==> src/rtl/pcie_cq_pkg.sv <==
// pcie_cq_pkg: shared CQ request-type codes, tuser bit positions and receiver states
package pcie_cq_pkg;
    localparam logic [3:0] REQ_MRD = 4'b0000;
    localparam logic [3:0] REQ_MWR = 4'b0001;
    localparam int FIRST_BE    = 0;
    localparam int LAST_BE     = 4;
    localparam int SOP         = 40;
    localparam int DISCONTINUE = 41;
    typedef enum logic [1:0] {ST_IDLE, ST_RD_HOLD, ST_WR_DATA, ST_DROP} state_t;
endpackage

==> src/rtl/rx_cq.sv <==
// rx_cq: CQ completer-request receiver, decodes MRd into a request record and streams MWr payload
module rx_cq
    import pcie_cq_pkg::*;
#(
    parameter int AXI4_CQ_TUSER_WIDTH = 85,
    parameter int C_DATA_WIDTH        = 128,
    parameter int KEEP_WIDTH          = C_DATA_WIDTH / 32
) (
    input  logic                           user_clk,
    input  logic                           user_reset,
    input  logic                           user_lnk_up,
    input  logic [C_DATA_WIDTH-1:0]        m_axis_cq_tdata,
    input  logic [AXI4_CQ_TUSER_WIDTH-1:0] m_axis_cq_tuser,
    input  logic                           m_axis_cq_tlast,
    input  logic [KEEP_WIDTH-1:0]          m_axis_cq_tkeep,
    input  logic                           m_axis_cq_tvalid,
    output logic                           m_axis_cq_tready,
    output logic                           rd_req_valid,
    input  logic                           rd_req_ready,
    output logic [63:0]                    rd_req_addr,
    output logic [10:0]                    rd_req_dw_count,
    output logic [7:0]                     rd_req_tag,
    output logic [15:0]                    rd_req_requester_id,
    output logic [2:0]                     rd_req_tc,
    output logic [2:0]                     rd_req_attr,
    output logic [3:0]                     rd_req_first_be,
    output logic [3:0]                     rd_req_last_be,
    output logic                           wr_valid,
    output logic [63:0]                    wr_addr,
    output logic [C_DATA_WIDTH-1:0]        wr_data,
    output logic [KEEP_WIDTH-1:0]          wr_keep,
    output logic                           wr_last,
    output logic                           wr_abort,
    output logic [15:0]                    unsup_cnt
);
    state_t      state;
    logic [63:0] wptr;
    logic        rst;
    logic        acc;
    logic        sop;
    logic        abort;
    logic [3:0]  req_type;
    logic        unused_bits;
    assign rst         = user_reset | ~user_lnk_up;
    assign acc         = m_axis_cq_tvalid & m_axis_cq_tready;
    assign sop         = m_axis_cq_tuser[SOP];
    assign abort       = m_axis_cq_tuser[DISCONTINUE] | sop;
    assign req_type    = m_axis_cq_tdata[78:75];
    assign unused_bits = ^{m_axis_cq_tuser[AXI4_CQ_TUSER_WIDTH-1:42], m_axis_cq_tuser[39:8],
                           m_axis_cq_tdata[127:124], m_axis_cq_tdata[117:104],
                           m_axis_cq_tdata[79], m_axis_cq_tdata[1:0]};
    always_ff @(posedge user_clk) begin
        if (rst) begin
            state               <= ST_IDLE;
            wptr                <= '0;
            m_axis_cq_tready    <= 1'b0;
            rd_req_valid        <= 1'b0;
            rd_req_addr         <= '0;
            rd_req_dw_count     <= '0;
            rd_req_tag          <= '0;
            rd_req_requester_id <= '0;
            rd_req_tc           <= '0;
            rd_req_attr         <= '0;
            rd_req_first_be     <= '0;
            rd_req_last_be      <= '0;
            wr_valid            <= 1'b0;
            wr_addr             <= '0;
            wr_data             <= '0;
            wr_keep             <= '0;
            wr_last             <= 1'b0;
            wr_abort            <= 1'b0;
            unsup_cnt           <= '0;
        end else begin
            m_axis_cq_tready <= 1'b1;
            wr_valid         <= 1'b0;
            wr_last          <= 1'b0;
            wr_abort         <= 1'b0;
            case (state)
                ST_IDLE: begin
                    if (acc && sop) begin
                        if (req_type == REQ_MRD && m_axis_cq_tlast) begin
                            rd_req_valid        <= 1'b1;
                            rd_req_addr         <= {m_axis_cq_tdata[63:2], 2'b00};
                            rd_req_dw_count     <= m_axis_cq_tdata[74:64];
                            rd_req_requester_id <= m_axis_cq_tdata[95:80];
                            rd_req_tag          <= m_axis_cq_tdata[103:96];
                            rd_req_tc           <= m_axis_cq_tdata[120:118];
                            rd_req_attr         <= m_axis_cq_tdata[123:121];
                            rd_req_first_be     <= m_axis_cq_tuser[FIRST_BE +: 4];
                            rd_req_last_be      <= m_axis_cq_tuser[LAST_BE +: 4];
                            m_axis_cq_tready    <= 1'b0;
                            state               <= ST_RD_HOLD;
                        end else if (req_type == REQ_MWR && !m_axis_cq_tlast) begin
                            wptr  <= {m_axis_cq_tdata[63:2], 2'b00};
                            state <= ST_WR_DATA;
                        end else begin
                            if (unsup_cnt != 16'hFFFF) unsup_cnt <= unsup_cnt + 16'd1;
                            state <= m_axis_cq_tlast ? ST_IDLE : ST_DROP;
                        end
                    end
                end
                ST_RD_HOLD: begin
                    if (rd_req_ready) begin
                        rd_req_valid <= 1'b0;
                        state        <= ST_IDLE;
                    end else begin
                        m_axis_cq_tready <= 1'b0;
                    end
                end
                ST_WR_DATA: begin
                    if (acc) begin
                        wr_valid <= 1'b1;
                        wr_addr  <= wptr;
                        wr_data  <= m_axis_cq_tdata;
                        wr_keep  <= m_axis_cq_tkeep;
                        wr_last  <= m_axis_cq_tlast | abort;
                        wr_abort <= abort;
                        wptr     <= wptr + 64'd16;
                        state    <= m_axis_cq_tlast ? ST_IDLE : (abort ? ST_DROP : ST_WR_DATA);
                    end
                end
                ST_DROP: if (acc && m_axis_cq_tlast) state <= ST_IDLE;
                default: state <= ST_IDLE;
            endcase
        end
    end
endmodule

==> config.mk <==
export PLATFORM = sky130hd
export DESIGN_NAME = rx_cq
export DESIGN_NICKNAME = d
export VERILOG_FILES = /design/src/rtl/pcie_cq_pkg.sv /design/src/rtl/rx_cq.sv
export SDC_FILE = /design/constraint.sdc
export NUM_CORES = 1
export LEC_CHECK = 0
export ABC_CLOCK_PERIOD_IN_PS = 5400
export CORE_MARGIN = 2
export CORE_UTILIZATION = 35
export CTS_CLUSTER_SIZE = 16
export DETAILED_ROUTE_END_ITERATION = 10
export PLACE_DENSITY = 0.63
export SLEW_MARGIN = 10
export SYNTH_ARGS = -nofsm -noshare
export SYNTH_HDL_FRONTEND = slang
export SYNTH_SLANG_ARGS = --single-unit
==> constraint.sdc <==
create_clock -name user_clk -period 5.4 [get_ports user_clk]
set_input_delay 1.08 -clock user_clk [delete_from_list [all_inputs] [get_ports user_clk]]
set_output_delay 1.08 -clock user_clk [all_outputs]
set_load 0.05 [all_outputs]
==> job_summary.md <==
## PnR job results

| Metric | Value |
|---|---|
| Fmax | `265 MHz` |
| Fin crit share | `70.0%` |
| Critical R2R Launch | `wptr[12]` |
| Post-synth seq share | `50.6%` |
| Final WL | `55.2 mm` |
| Seq/total area | `35.5%` |
| Clock Path Buffers | `3` |
| Setup TNS Final | `0 ns` |
| Psw | `1.34 mW` |
| N_diodes | `1` |
| R2R Setup Slk | `2.24 ns` |
| GR Overflow Total | `0` |
| Simple share | `24.9%` |
| Final Hold Fails | `0` |
| Clock buf/inv share | `6.41%` |
| Power Density | `276 mW/mm^2` |
| Mux share | `0.471%` |
| RSZ-0062 raised after global routing | `no` |
| Hold crit path type | `reg -> reg` |
| Sw Share | `22.1%` |
| Setup bufs post-CTS | `0` |
| R2R Path End | `wptr[35]` |
| First-pass GRT wire length | `84.4 mm` |
| Buffer share of cell area | `22.6%` |
| Vias in the first global route | `14,600` |
| Routed wire per std cell | `18.2 microns` |
| GRT Total Usage | `23.4%` |
| CTS root buf | `clkbuf_16` |
| # rows | `76` |
| Via count | `15,600` |
| Dpl hpwl | `38.4 mm` |
| Flop area | `0.00781 sq mm` |
| Place WS | `1.06 ns` |
| 1st-iter DRT viols | `1,210` |
| Later-pin clock latency in the skew report | `0.57 ns` |
| Cells in synth_stat.txt | `2,026` |
| Drt via density | `5.14` |
| Port Buffers | `473` |
| Worst path required time | `5.90 ns` |
| Run status | `finished clean` |
| H-Tree Depth | `2` |
| Cell taking the most area after synthesis | `dfxtp_1` |
| Buf/Inv on CP | `2` |
| Setup crit start | `m_axis_cq_tdata[77]` |
| Worst Hold Depth | `2` |
| Worst-Margin Slew | `1.05 ns` |
| Pre-antenna DRT Iters | `6` |
| Critical path depth | `7` |
| Die ar. | `0.0457 sq mm` |
| Hold_buf cts | `0` |
| Yosys aoi share | `18.6%` |
| Area growth syn-to-layout | `42.5%` |
| Number of clock sinks | `390` |
| Reg clk slew, reported paths | `0.06 ns` |
| FF-to-FF path depth | `6` |
| Gp weighted congestion | `0.834` |
| Yosys chip area | `0.0154 sq mm` |
| CP top delay family | `simple AND/OR/NAND/NOR gates` |
| Biggest register | `wr_data` |
| Final setup vio count | `0` |
| Area leader share | `50.6%` |
| CP Capture Type | `flop` |
| CTS tree | `built` |
| FP Core Util | `35.6%` |
| Peak fanout along the critical path | `39` |
| Xor/xnor share | `0.739%` |
| I/O pin cnt | `553` |
| Clock buffer count | `71` |
| PostCTS Resize Cnt | `0` |
| Minimum clock period | `3.78 ns` |
| Top logic family | `simple AND/OR/NAND/NOR gates` |
| Slew Viols, Final | `0` |
| Non-clock buffers | `496` |
| Synth Area per Inst | `7.61 sq um` |
| Comb/total area | `31.9%` |
| TAP cells | `585` |
| Max Cap Violations | `0` |
| Top_reg_cell synth | `dfxtp_1` |
| Top cell category | `flip-flops and latches` |
| DRT antenna net count | `0` |
| Max reg flops | `128` |
| Slowest cell on crit path | `nor3_1` |
| CP peak stage delay | `0.68 ns` |
| P_int | `4.73 mW` |
| Comb pwr share | `4.1%` |
| Initial antenna violation count | `3` |
| Syn Inst Count | `2,026` |
| Leak | `6.80 nW` |
| Flop pwr share | `47.5%` |
| Adder share | `0.162%` |
| Asr flop ratio synth | `0%` |
| Hold path endpoint | `wr_addr[2]` |
| Commonest Layout Cell | `nand2_1` |
| Power, Total | `6.07 mW` |
| Crit path DAT | `4.28 ns` |
| Final net count | `2,635` |
| Non-clk invs | `12` |
| Top cells by area | `dfxtp_1 (51%), nand2_1 (17%), a21oi_1 (12%)` |
| Final WS setup | `1.62 ns` |
| Largest net degree at the start of global routing | `178` |
| DR DRC count | `0` |
| Startpoint types | `input pin` |
| MI comb cells | `1,466` |
| HP Start | `wptr[2]` |
| Clock Power Share | `48.4%` |
| Crit Path Class | `in -> reg` |
| OpenROAD warnings | `105` |
| Post-synth EDFFs | `0` |
| Share of cells above drive strength 1 | `4.46%` |
==> per-stage QoR <==
| step | hold slack [ns] | cell area, sq um | cells | utilization [%] |
|---|---|---|---|---|
| after floorplan | 0.428 | 15400 | 2029 | - |
| after global placement | 0.439 | 20500 | 2949 | 47.5 |
| after detailed placement | 0.441 | 20500 | 2949 | 47.5 |
| after CTS | 0.449 | 22000 | 3028 | 50.8 |
| after global routing | 0.470 | 22000 | 3029 | 50.8 |
| final | 0.442 | 22000 | 3029 | 50.8 |
==> power by group through the flow <==
stage | clock (mW) | combinational (mW) | sequential [mW]
2_1_floorplan | 0 | 0.0782 | 2.95
3_3_place_gp | 0 | 0.247 | 2.94
3_5_place_dp | 0 | 0.248 | 2.94
4_1_cts | 3.02 | 0.249 | 2.88
5_1_grt | 3.13 | 0.264 | 2.88
6_report | 2.94 | 0.249 | 2.88
==> synth_stat cells, drive strengths merged, types with 3 or more instances <==
| master | n |
|---|---|
| a21oi | 369 |
| nand4b | 5 |
| o31ai | 7 |
| a211oi | 7 |
| and4 | 3 |
| buf | 13 |
| o22ai | 3 |
| nor4 | 17 |
| or3 | 9 |
| a32o | 5 |
| a31oi | 13 |
| nand4 | 23 |
| and3 | 18 |
| or4 | 5 |
| nand2b | 3 |
| dfxtp | 390 |
| a22oi | 18 |
| nor4b | 4 |
| a21o | 7 |
| clkbuf | 148 |
| nand2 | 685 |
| nor3 | 21 |
| mux2i | 5 |
| o21ai | 48 |
| o21a | 7 |
| o211ai | 4 |
| o41ai | 6 |
| and2 | 7 |
| inv | 12 |
| nor2 | 80 |
| nand3 | 38 |
| xnor2 | 11 |
==> layer usage <==
metal	vias up	track usage, %	part of all wire (%)
li1	7602	-	-
met1	7325	29.2	41
met2	559	38.4	48
met3	77	7.78	8.9
met4	4	7.23	2.2
met5	-	0	0.049
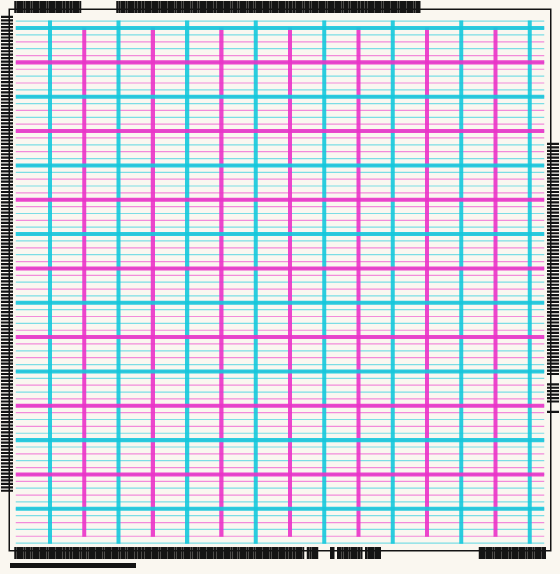
**Above:** supply network.
Bar = 50 microns. Pins as bars on the die edge.
VDD: in magenta. VSS: in cyan.
553 signal pins sit on the boundary. 15 straps on met5. 77 met1 rails follow the rows. The core has 76 rows. 15 straps on met4.
Die W: 214 microns
core area: 0.0433 sq mm
VDD IR max: 224 uV

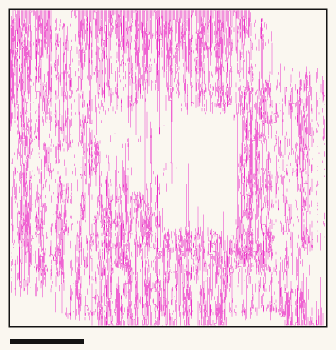
**Above:** the metal 2 layer.
Bar = 50 microns.
The layer holds 48% of the routed length. The layer carries 26.4 mm of wire. 2,017 nets have wire on it. The longest straight run is 78.9 microns. The wires run mostly vertical.

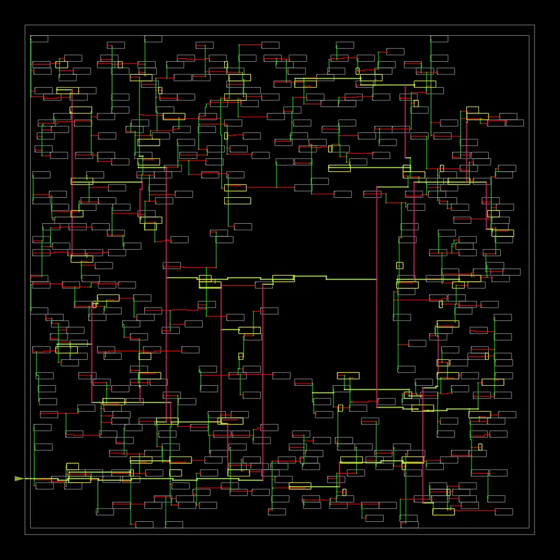
**Above:** the clock network.
Clock net power: 2.94 mW
number of CTS-inserted buffers: 44
worst clock skew: 0.0228 ns

Power is estimated from default activity; no workload was simulated.
